congestion.png
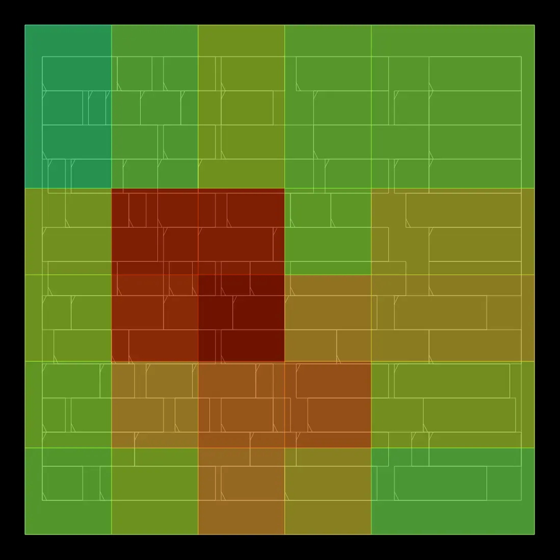
clk_routes.png
Scale bar: 10 µm.
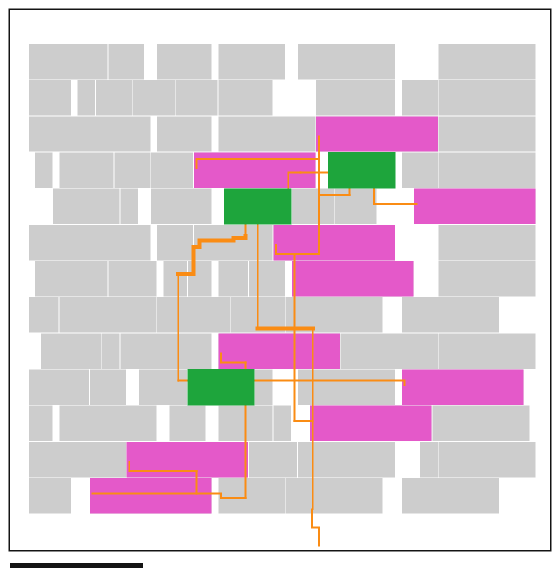
io_placement.png
Pins as bars across the die edge, other pins in gray.
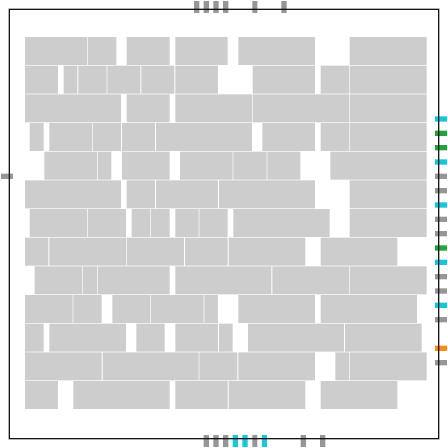
==> config.mk <==
export PLATFORM = sky130hd
export DESIGN_NAME = instr_fetch_decode
export DESIGN_NICKNAME = d
export VERILOG_FILES = /design/src/rtl/k2_pkg.sv /design/src/rtl/k2_imem.sv /design/src/rtl/instr_fetch_decode.sv
export SDC_FILE = /design/constraint.sdc
export NUM_CORES = 1
export LEC_CHECK = 0
export CORE_UTILIZATION = 35
export CTS_BUF_LIST = sky130_fd_sc_hd__clkbuf_8 sky130_fd_sc_hd__clkbuf_16
export CTS_CLUSTER_DIAMETER = 100
export DETAILED_ROUTE_END_ITERATION = 8
export PLACE_DENSITY = 0.78
export SLEW_MARGIN = 10
export SYNTH_ARGS = -nofsm -noshare
export SYNTH_HDL_FRONTEND = slang
export SYNTH_HIERARCHICAL = 1
export SYNTH_SLANG_ARGS = --single-unit
export TNS_END_PERCENT = 5
==> constraint.sdc <==
create_clock -name clk -period 1.3 [get_ports clk]
set_input_delay 0.13 -clock clk [delete_from_list [all_inputs] [get_ports clk]]
set_output_delay 0.13 -clock clk [all_outputs]
set_load 0.05 [all_outputs]
==> impl_metrics.json <==
{
  "yosys.area.top_type": "dfrtp_1",
  "lay_top_count": "buf_12",
  "grt-ovfl-total": 0,
  "async_flop_share_pct": 100,
  "ff2ff_path_depth": 2,
  "violations": "setup timing",
  "r2r_slack_ns": 0.51,
  "max_cap_violations": 0,
  "drtIter0Drc": 19,
  "path_max_fanout": 5,
  "run_status": "complete, but fails checks",
  "finalInstanceArea_um2": 1240,
  "setup_ws_ns": -0.289,
  "routed-wl-met3_um": 132,
  "rows": 13,
  "place_congestion": 0.729,
  "via_per_inst": 5.34,
  "final_layout_top_logic_cells": "21 x buf_12, 10 x dfrtp_1, 7 x buf_4",
  "ys_top_cells_by_area": "dfrtp_1 48%, ha_1 14%, buf_4 5.8%, mux2i_1 3.8%, inv_1 2.9%",
  "p_per_area_nw_per_um2": 821,
  "synthToLayoutAreaGrowth_pct": 137,
  "comb-power_mw": 0.282,
  "cts.hold.buffers_added": 0,
  "ys.flop_type": "dfrtp_1",
  "largest_register_ff_count": 8,
  "largest_cell_class": "non-clock buffers",
  "placed_cells": 95,
  "setup_viol": 12,
  "yosys_area_um2": 522,
  "drt-pass1-iter-count": 4,
  "crit_arrival_ns": 1.46,
  "max_stage_delay_ns": 0.57,
  "syn_nets": 64,
  "route.detailed.drc": 0,
  "ff_count": 10,
  "ys_seq_share_pct": 48.0,
  "critPathBufInv": 2,
  "cp_top_family": "simple AND/OR/NAND/NOR gates",
  "syn_inst": 47,
  "coreArea_um2": 1350
}
-- congestion.png (at the start) --
Tot GR Track Use: 31.1%
Core Util, Final: 91.7%
Routed wire per std cell: 22.6 µm
met1 usage: 36.0%

-- clk_routes.png (at the start) --
Key: green = clock drivers [count 3]; magenta = flip-flops [count 10]; orange = clock wires [length 154 µm]
There are 4 routed clock nets.
clk ins delay skew pair: 0.23 ns
Clk power: 0.393 mW
clk_skew: 0 ns
clock power share: 38.7%

-- io_placement.png (at the start) --
Key: cyan = `instr` [pins 8, direction output, edge 5 right, 3 bottom]; green = `jump_imm` [pins 3, direction output, edge right]; orange = `reset` [pins 1, direction input, edge right]
IO Port Bufs: 31
Die Y: 40.6 µm
Die W: 40.6 µm

No activity file was given, so power comes from the tool's default toggle rates.
